`config.mk`:
```
export PLATFORM = sky130hd
export DESIGN_NAME = parking_lot_ctrl
export DESIGN_NICKNAME = d
export VERILOG_FILES = /design/src/rtl/parking_lot_ctrl.sv
export SDC_FILE = /design/constraint.sdc
export NUM_CORES = 1
export LEC_CHECK = 0
export CORE_MARGIN = 1
export CORE_UTILIZATION = 35
export CTS_CLUSTER_DIAMETER = 40
export DETAILED_ROUTE_END_ITERATION = 12
export SLEW_MARGIN = 20
export SYNTH_ARGS = -nofsm -noshare
export SYNTH_HDL_FRONTEND = slang
export SYNTH_SLANG_ARGS = --single-unit
```
`constraint.sdc`:
```
create_clock -name clk -period 5.36 [get_ports clk]
set_clock_uncertainty 0.1 [all_clocks]
set_input_delay 1.34 -clock clk [delete_from_list [all_inputs] [get_ports clk]]
set_output_delay 1.34 -clock clk [all_outputs]
set_load 0.01 [all_outputs]
```
`src/rtl/parking_lot_ctrl.sv`:
```
// Parking-lot controller: slot occupancy, lowest-free-slot allocation on entry,
// addressed release on exit, timed door with one-deep pending event per gate.
module parking_lot_ctrl #(
   parameter int NUM_SLOTS   = 8,
   parameter int IDX_W       = 3,
   parameter int CNT_W       = 4,
   parameter int DOOR_CYCLES = 4
) (
   input  logic                 clk,
   input  logic                 rst,
   input  logic                 entry_sensor,
   input  logic                 exit_sensor,
   input  logic [IDX_W-1:0]     exit_slot,
   output logic [NUM_SLOTS-1:0] parking_slots,
   output logic                 door_open_light,
   output logic                 full_light,
   output logic [CNT_W-1:0]     capacity,
   output logic [IDX_W-1:0]     best_place,
   output logic                 entry_reject,
   output logic                 exit_error
);

   localparam logic [1:0] IDLE       = 2'd0;
   localparam logic [1:0] ENTRY_OPEN = 2'd1;
   localparam logic [1:0] EXIT_OPEN  = 2'd2;

   localparam int               HOLD_W    = (DOOR_CYCLES > 1) ? $clog2(DOOR_CYCLES) : 1;
   localparam logic [HOLD_W-1:0] HOLD_LAST = HOLD_W'(DOOR_CYCLES - 1);
   localparam logic [CNT_W-1:0]  CAP_FULL  = CNT_W'(NUM_SLOTS);

   // One-hot decode; indices at or beyond NUM_SLOTS yield an all-zero mask.
   function automatic logic [NUM_SLOTS-1:0] slot_mask(input logic [IDX_W-1:0] idx);
      logic [NUM_SLOTS-1:0] m;
      for (int i = 0; i < NUM_SLOTS; i++) begin
         m[i] = (32'(idx) == i);
      end
      return m;
   endfunction

   logic [1:0]           state_r;
   logic [HOLD_W-1:0]    hold_cnt_r;
   logic [NUM_SLOTS-1:0] slots_r;
   logic [CNT_W-1:0]     capacity_r;
   logic                 door_r;
   logic                 entry_reject_r;
   logic                 exit_error_r;
   logic                 entry_prev_r;
   logic                 exit_prev_r;
   logic                 entry_pend_r;
   logic                 exit_pend_r;
   logic [IDX_W-1:0]     exit_slot_pend_r;

   logic                 entry_evt_s;
   logic                 exit_evt_s;
   logic                 entry_req_s;
   logic                 exit_req_s;
   logic [IDX_W-1:0]     exit_idx_s;
   logic                 exit_ok_s;
   logic [IDX_W-1:0]     best_place_s;

   // Lowest free slot; scanning downward lets the lowest index win, 0 when full.
   always_comb begin
      best_place_s = '0;
      for (int i = NUM_SLOTS - 1; i >= 0; i--) begin
         best_place_s = slots_r[i] ? best_place_s : IDX_W'(i);
      end
   end

   // New sensor edges merged with pending requests for the IDLE decision.
   always_comb begin
      entry_evt_s = entry_sensor & ~entry_prev_r;
      exit_evt_s  = exit_sensor & ~exit_prev_r;
      entry_req_s = entry_pend_r | entry_evt_s;
      exit_req_s  = exit_pend_r | exit_evt_s;
      exit_idx_s  = exit_pend_r ? exit_slot_pend_r : exit_slot;
      exit_ok_s   = (32'(exit_idx_s) < NUM_SLOTS) &&
                    ((slots_r & slot_mask(exit_idx_s)) != '0);
   end

   // Main controller: edge registers, pending capture, FSM, occupancy and door.
   always_ff @(posedge clk or posedge rst) begin
      if (rst) begin
         state_r          <= IDLE;
         hold_cnt_r       <= '0;
         slots_r          <= '0;
         capacity_r       <= CAP_FULL;
         door_r           <= 1'b0;
         entry_reject_r   <= 1'b0;
         exit_error_r     <= 1'b0;
         entry_prev_r     <= 1'b0;
         exit_prev_r      <= 1'b0;
         entry_pend_r     <= 1'b0;
         exit_pend_r      <= 1'b0;
         exit_slot_pend_r <= '0;
      end else begin
         entry_prev_r   <= entry_sensor;
         exit_prev_r    <= exit_sensor;
         entry_reject_r <= 1'b0;
         exit_error_r   <= 1'b0;
         if (entry_evt_s) begin
            entry_pend_r <= 1'b1;
         end
         // A repeat exit while one is pending is dropped, keeping the first slot.
         if (exit_evt_s && !exit_pend_r) begin
            exit_pend_r      <= 1'b1;
            exit_slot_pend_r <= exit_slot;
         end
         case (state_r)
            IDLE: begin
               if (exit_req_s) begin
                  exit_pend_r <= 1'b0;
                  if (exit_ok_s) begin
                     slots_r    <= slots_r & ~slot_mask(exit_idx_s);
                     capacity_r <= capacity_r + CNT_W'(1);
                     door_r     <= 1'b1;
                     hold_cnt_r <= '0;
                     state_r    <= EXIT_OPEN;
                  end else begin
                     exit_error_r <= 1'b1;
                  end
               end else if (entry_req_s) begin
                  entry_pend_r <= 1'b0;
                  if (capacity_r != '0) begin
                     slots_r    <= slots_r | slot_mask(best_place_s);
                     capacity_r <= capacity_r - CNT_W'(1);
                     door_r     <= 1'b1;
                     hold_cnt_r <= '0;
                     state_r    <= ENTRY_OPEN;
                  end else begin
                     entry_reject_r <= 1'b1;
                  end
               end
            end
            ENTRY_OPEN, EXIT_OPEN: begin
               if (hold_cnt_r == HOLD_LAST) begin
                  door_r  <= 1'b0;
                  state_r <= IDLE;
               end else begin
                  hold_cnt_r <= hold_cnt_r + HOLD_W'(1);
               end
            end
            default: begin
               door_r  <= 1'b0;
               state_r <= IDLE;
            end
         endcase
      end
   end

   assign parking_slots   = slots_r;
   assign capacity        = capacity_r;
   assign door_open_light = door_r;
   assign entry_reject    = entry_reject_r;
   assign exit_error      = exit_error_r;
   assign best_place      = best_place_s;
   assign full_light      = (capacity_r == '0);

endmodule

```
==> reports/results.ini, run 1 <==
[status]
outcome = finished, final reports clean

[finish]
diodes = 0
final_core_utilization_pct = 44.43
fillerInstances = 433
final-instance-count-excl-fill = 239
drive_above_1_share_pct = 10.16
mi_logic_area_um2 = 868.3
seqCellArea_um2 = 651.9
layout_top_cells = sky130_fd_sc_hd__dfrtp_1, sky130_fd_sc_hd__clkdlybuf4s50_1, sky130_fd_sc_hd__a21oi_1, sky130_fd_sc_hd__nor2_1, sky130_fd_sc_hd__nand2_1

[synth]
synthAoiAreaFrac_pct = 19.05
top_area_cell = sky130_fd_sc_hd__dfrtp_1
synthCells = 163
top_logic_kind = simple AND/OR/NAND/NOR gates
yosysCellCount = 163
post-synth-top-count-cell = sky130_fd_sc_hd__dfrtp_1
synth-edff-count = 0
postSynthAreaPerCell_um2 = 9.833
mux_share_pct = 6.714
yosys_warnings = 0
synthXorXnorAreaFrac_pct = 2.186
top_cell_area_share_pct = 39.03
async_flop_share_pct = 100.0
yosys.stat.seqShare_pct = 40.67
ys.flop_type = sky130_fd_sc_hd__dfrtp_1
simple_gate_share_pct = 21.86
yosys.cell_types.count = 46
synth.ff_latch_count = 26
ys_area_um2 = 1603
synthesis.nets = 175
syn-cell-area_um2 = 1603

[grt]
grtUsageMet2_pct = 25.35
maximum_number_of_pins_on_one_net_before_global_route_repair = 27
grt.overflow.total = 0
antenna_found_initial = 0
first_global_vias = 1307
use_met1_pct = 19.74
overall_global_routing_resource_usage_pct = 15.22
wire_length_of_the_first_global_routing_pass_um = 5961

[routing]
drt_pre_antenna_iters = 4
drc = 0
wire_length_reported_by_the_detailed_router_um = 3455
post_drt_wl_per_cell_um = 14.46
antenna_violation_net_count_after_detailed_routing = 0
via_count = 1319
dr.max_layer_used = met4
wl_met1_um = 1664
met3_wirelength_um = 146
wl_met2_um = 1567

[critical_path]
timing.critical_path.cells = inv_1, o21ai_0, a21bo_2, a21oi_1, clkdlybuf4s50_1
critPathBufInv = 2
critPathCapture = best_place[0]
cell_class_contributing_the_biggest_share_of_worst_path_delay = buffers and inverters
path_depth = 5
ff2ff_setup_slack_ns = 2.81
cp_data_arrival_time_ns = 2.08
start_kind = flop
crit_fanout = 6
critical_path.reg2reg.endpoint = capacity[2]
timing.critical_path.from = parking_slots[5]
reg2regPathDepth = 5
required_ns = 3.92
reg2reg_from = exit_pend_r
slowest_stage_cell_on_the_critical_path = sky130_fd_sc_hd__clkdlybuf4s50_1
max_stage_delay_ns = 0.59
capturing_element_type_of_the_critical_path = output port

[cts]
clk_pin_slew_worst_paths_ns = 0.10
cts.sink_count = 26
ctsRootBufferMaster = sky130_fd_sc_hd__clkbuf_8
cts_inserted_buffers = 3
tritoncts = yes
count_of_hold_buffers_inserted_by_post_cts_repair = 0
insertion_delay_ns = 0.28
cts_post_setup_buffers_inserted = 0
clock_path_buffers = 2
cts.htree.levels = 1
cts-resized-gates = 0

[placement]
gpl.final_weighted_congestion = 0.8730
placement.cell_area_um2 = 1877
pre_cts_ws_ns = 1.743
placement.io_buffers = 25
dp.cells = 235
detailedPlacementHpwl_um = 2529

[floorplan]
std_cell_rows = 24
core_utilization_at_floorplan_pct = 36.56
die_outline_area_um2 = 4854
die_w_um = 69.67
die_h_um = 69.67
io-pin-count = 26
placeableCoreArea_um2 = 4384

[pwr]
power_leader = combinational logic
power.density_nw_per_um2 = 599.4
seq-power_uw = 360
clockNetworkPower_uw = 168
power.switching_uw = 476.1
comb_power_share_pct = 54.8
p_seq_share_pct = 30.8
total_leakage_power_uw = 0.0008185
peakVddDrop_uv = 272.4
fin_total_pwr_uw = 1168
cellInternalPower_uw = 691.7
p_clk_share_pct = 14.4

[worst_hold_path]
timing.hold.worst.start = door_open_light
hp-class = flop to flop
hold_depth = 1
hold_critical_path_endpoint = door_open_light

[final_timing]
post-route-period-util_pct = 65.64
fin_worst_hold_slack_ns = 0.3981
finalCriticalPeriod_ns = 3.518
final-max-slew-violation-count = 0
max_slew.worst_pin.slew_ns = 0.9416
number_of_hold_violations_in_the_final_report = 0
final_setup_vio_count = 0
max_clock_freq_mhz = 284.2
setup_repair_after_global_routing_missed_its_margin = no

[flow_run]
maxCapViolations = 0
stage_log_warnings = 26

[run 1: cell type report]
| cell class | count | area share (%) |
|---|---|---|
| clock buffers | 3 | 2.119 |
| flip-flops and latches | 26 | 33.46 |
| repair buffers | 25 | 12.85 |
| clock inverters | 1 | 1.541 |
| multi-input cells | 121 | 44.57 |
| well taps | 52 | 3.340 |
| inverters | 11 | 2.119 |
[run 1: flip-flops by register name (all words and copies together) (netlist names)]
signal            count
exit_slot_pend_r      3
exit_prev_r           1
state_r               2
entry_prev_r          1
hold_cnt_r            2
parking_slots         8
exit_pend_r           1
door_open_light       1
capacity              4
entry_reject          1
entry_pend_r          1
exit_error            1
**Run 1: sizing map**

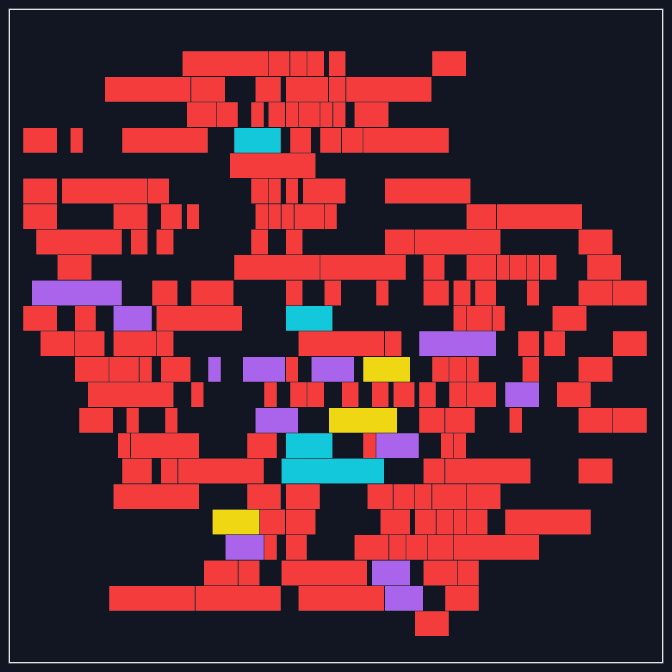
drive 3 to 4 -> yellow  # cells 3
drive 2 -> purple  # cells 12
drive 1 or less -> red  # cells 168
drive 6 and up -> cyan  # cells 4
Worst Setup Slack, final: 1.842 ns
Final Cell Area: 1948 um2
Layout Area Growth over Synthesis: 21.55%
Repair and plain buffers: 25

**Run 1: sequential cells colored by netlist name**

The bar under the picture is 20 um long. Other sequential cells in the stronger gray, the rest of the logic in the fainter gray.
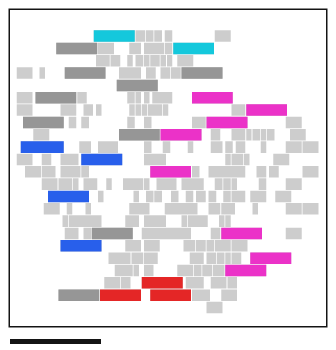
`exit_slot_pend_r` -> red  # sequential cells 3
`capacity` -> blue  # sequential cells 4, where middle left
`hold_cnt_r` -> cyan  # sequential cells 2
`parking_slots` -> magenta  # sequential cells 8
not colored = 9

**Run 1: track usage over the die**

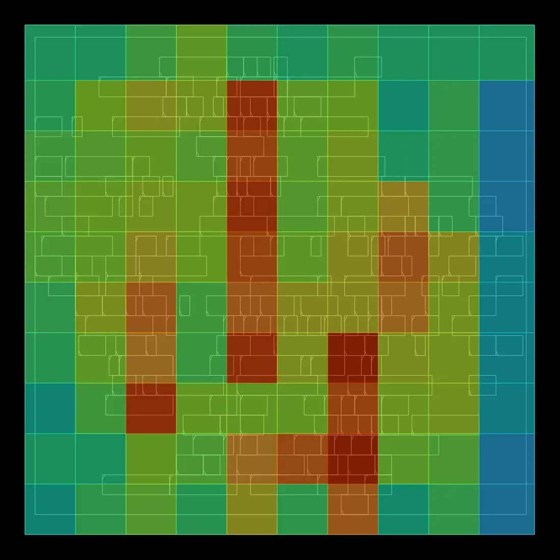
GR Layer Usage met3: 2.326%
busiest layer in global routing: met2

## Run 2: what changed since run 1
- clock period: 5.36 -> 3.01 ns (I/O delays scaled with it)
**Run 2: routed metal, one color a layer**

Only two layers are drawn.
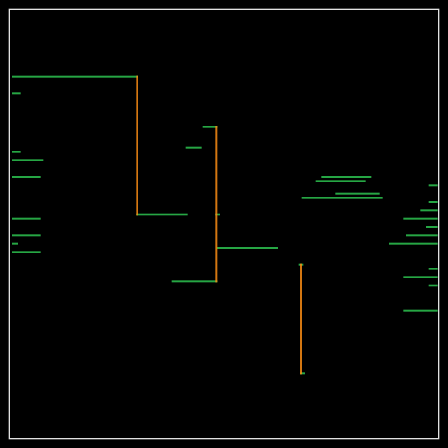
met4 -> orange  # wire length 65.3 um
met3 -> green  # wire length 148 um
number of vias in the routed layout: 1340
wire length reported by the detailed router: 3504 um
overall global routing resource usage: 15.28%
DR WL/cell: 14.42 um

==> reports/results.ini, run 2 <==
[cts]
clock_path_buffers = 2  ; unchanged
insertion_delay_ns = 0.28  ; about the same
count_of_hold_buffers_inserted_by_post_cts_repair = 0  ; unchanged
cts_inserted_buffers = 3  ; unchanged
cts-resized-gates = 0  ; unchanged
cts_post_setup_buffers_inserted = 0  ; unchanged
tritoncts = yes
clk_pin_slew_worst_paths_ns = 0.10  ; about the same
ctsRootBufferMaster = sky130_fd_sc_hd__clkbuf_8
cts.sink_count = 26  ; unchanged
cts.htree.levels = 1  ; unchanged

[finish]
area_growth_syn_to_layout_pct = 23.42
ff_count = 26  ; unchanged
diodes = 0  ; unchanged
repair_and_plain_buffers = 29  ; +16%
num-multi-input-gates = 121  ; unchanged
inverters_excl_clock = 11  ; unchanged
layout.buffer.nonclock.area_share_pct = 14.17  ; +1.3 points
final-instance-count-excl-fill = 243  ; +1.7%
fillerInstances = 413  ; -4.6%
layout.cell_area.non_filler_um2 = 1978  ; +1.5%
largest_reg_flops = 8  ; unchanged
final_core_utilization_pct = 45.12  ; +0.69 points
comb_area_share_pct = 43.90  ; -0.68 points

[final_timing]
max_clock_freq_mhz = 345.2
max_slew.worst_pin.slew_ns = 0.6469  ; -0.2947 ns
postLayoutSetupSlackWorst_ns = 0.1132  ; -1.729 ns
final-max-slew-violation-count = 0  ; unchanged
number_of_hold_violations_in_the_final_report = 0  ; unchanged
final_setup_vio_count = 0  ; unchanged
post-route-period-util_pct = 96.24
fin_worst_hold_slack_ns = 0.3973  ; -0.0008530 ns

[floorplan]
die_outline_area_um2 = 4854  ; unchanged
die_w_um = 69.67  ; unchanged
n_tap_cell = 52  ; unchanged
std_cell_rows = 24  ; unchanged
die_h_um = 69.67  ; unchanged
placeableCoreArea_um2 = 4384  ; unchanged
io-pin-count = 26  ; unchanged
core_utilization_at_floorplan_pct = 36.56  ; unchanged

[placement]
pre_cts_ws_ns = 0.01888  ; -1.725 ns
detailedPlacementHpwl_um = 2631  ; +4.0%
placement.io_buffers = 25  ; unchanged
dp.cells = 239  ; +1.7%

[critical_path]
cell_class_contributing_the_biggest_share_of_worst_path_delay = AND-OR/OR-AND gates
timing.critical_path.cells = nor2b_1, o21ai_0, a21bo_2, a21oi_1, clkdlybuf4s50_1
cp_data_arrival_time_ns = 2.04  ; -0.04 ns
slowest_stage_cell_on_the_critical_path = sky130_fd_sc_hd__clkdlybuf4s50_1
capturing_element_type_of_the_critical_path = output port
critPathBufInv = 1  ; -1
required_ns = 2.16  ; -1.76 ns

[routing]
dr.max_layer_used = met4
met3_wirelength_um = 147  ; +0.68%
drc = 0  ; unchanged
antenna_violation_net_count_after_detailed_routing = 0  ; unchanged

[grt]
grt.overflow.total = 0  ; unchanged
maximum_number_of_pins_on_one_net_before_global_route_repair = 21  ; -22%
grt.met3_usage_pct = 2.326  ; unchanged
wire_length_of_the_first_global_routing_pass_um = 5899  ; -1.0%
antenna_found_initial = 0  ; unchanged
use_met1_pct = 20.48  ; +0.74 points
first_global_vias = 1254  ; -4.1%

[pwr]
total_leakage_power_uw = 0.0008416  ; +2.8%
fin_total_pwr_uw = 2110  ; +81%
power.density_nw_per_um2 = 1066  ; +78%

[synth]
top_cell_area_share_pct = 39.03  ; unchanged
ys_area_um2 = 1603  ; unchanged
mux_share_pct = 6.714  ; unchanged
postSynthAreaPerCell_um2 = 9.833  ; unchanged
synthesis.nets = 175  ; unchanged
post-synth-top-count-cell = sky130_fd_sc_hd__dfrtp_1
ys.flop_type = sky130_fd_sc_hd__dfrtp_1
synth.ff_latch_count = 26  ; unchanged
top_logic_kind = simple AND/OR/NAND/NOR gates
synthAoiAreaFrac_pct = 19.05  ; unchanged
simple_gate_share_pct = 21.86  ; unchanged
yosys.cell_types.count = 46  ; unchanged
synthXorXnorAreaFrac_pct = 2.186  ; unchanged
top_area_cell = sky130_fd_sc_hd__dfrtp_1
yosys.stat.seqShare_pct = 40.67  ; unchanged
synth-edff-count = 0  ; unchanged

[flow_run]
maxCapViolations = 0  ; unchanged
stage_log_warnings = 26  ; unchanged

[status]
outcome = finished, final reports clean

**Run 2: sequential cells colored by netlist name**

The bar under the picture is 20 um long. Other sequential cells in the stronger gray, the rest of the logic in the fainter gray.
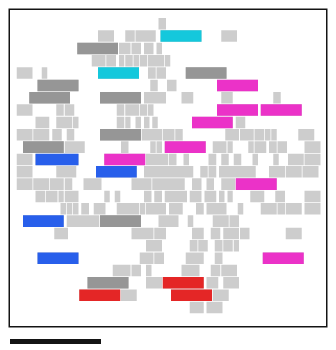
`capacity` -> blue  # sequential cells 4, where middle left
`hold_cnt_r` -> cyan  # sequential cells 2
`exit_slot_pend_r` -> red  # sequential cells 3
`parking_slots` -> magenta  # sequential cells 8
not colored = 9

## run 2: final timing paths
| path | from | to | slack (ns) | depth (start not counted) |
|---|---|---|---|---|
| max | parking_slots[6] | best_place[0] | 0.11 | 5 |
| min | door_open_light | door_open_light | 0.40 | 1 |
| max reg2reg | exit_pend_r | door_open_light | 0.50 | 6 |
| min reg2reg | door_open_light | door_open_light | 0.40 | 1 |
| max in group asynchronous | rst | parking_slots[3] | 1.46 | 3 |
| min in group asynchronous | rst | parking_slots[1] | 0.75 | 2 |
## run 2: power by group
| part | total [uW] | switching [uW] | leakage (uW) | internal, uW |
|---|---|---|---|---|
| clock | 303 | 124 | 0.0000357 | 178 |
| sequential | 645 | 162 | 0.000303 | 483 |
| combinational | 1160 | 568 | 0.000503 | 595 |
Power is estimated from default activity; no workload was simulated.
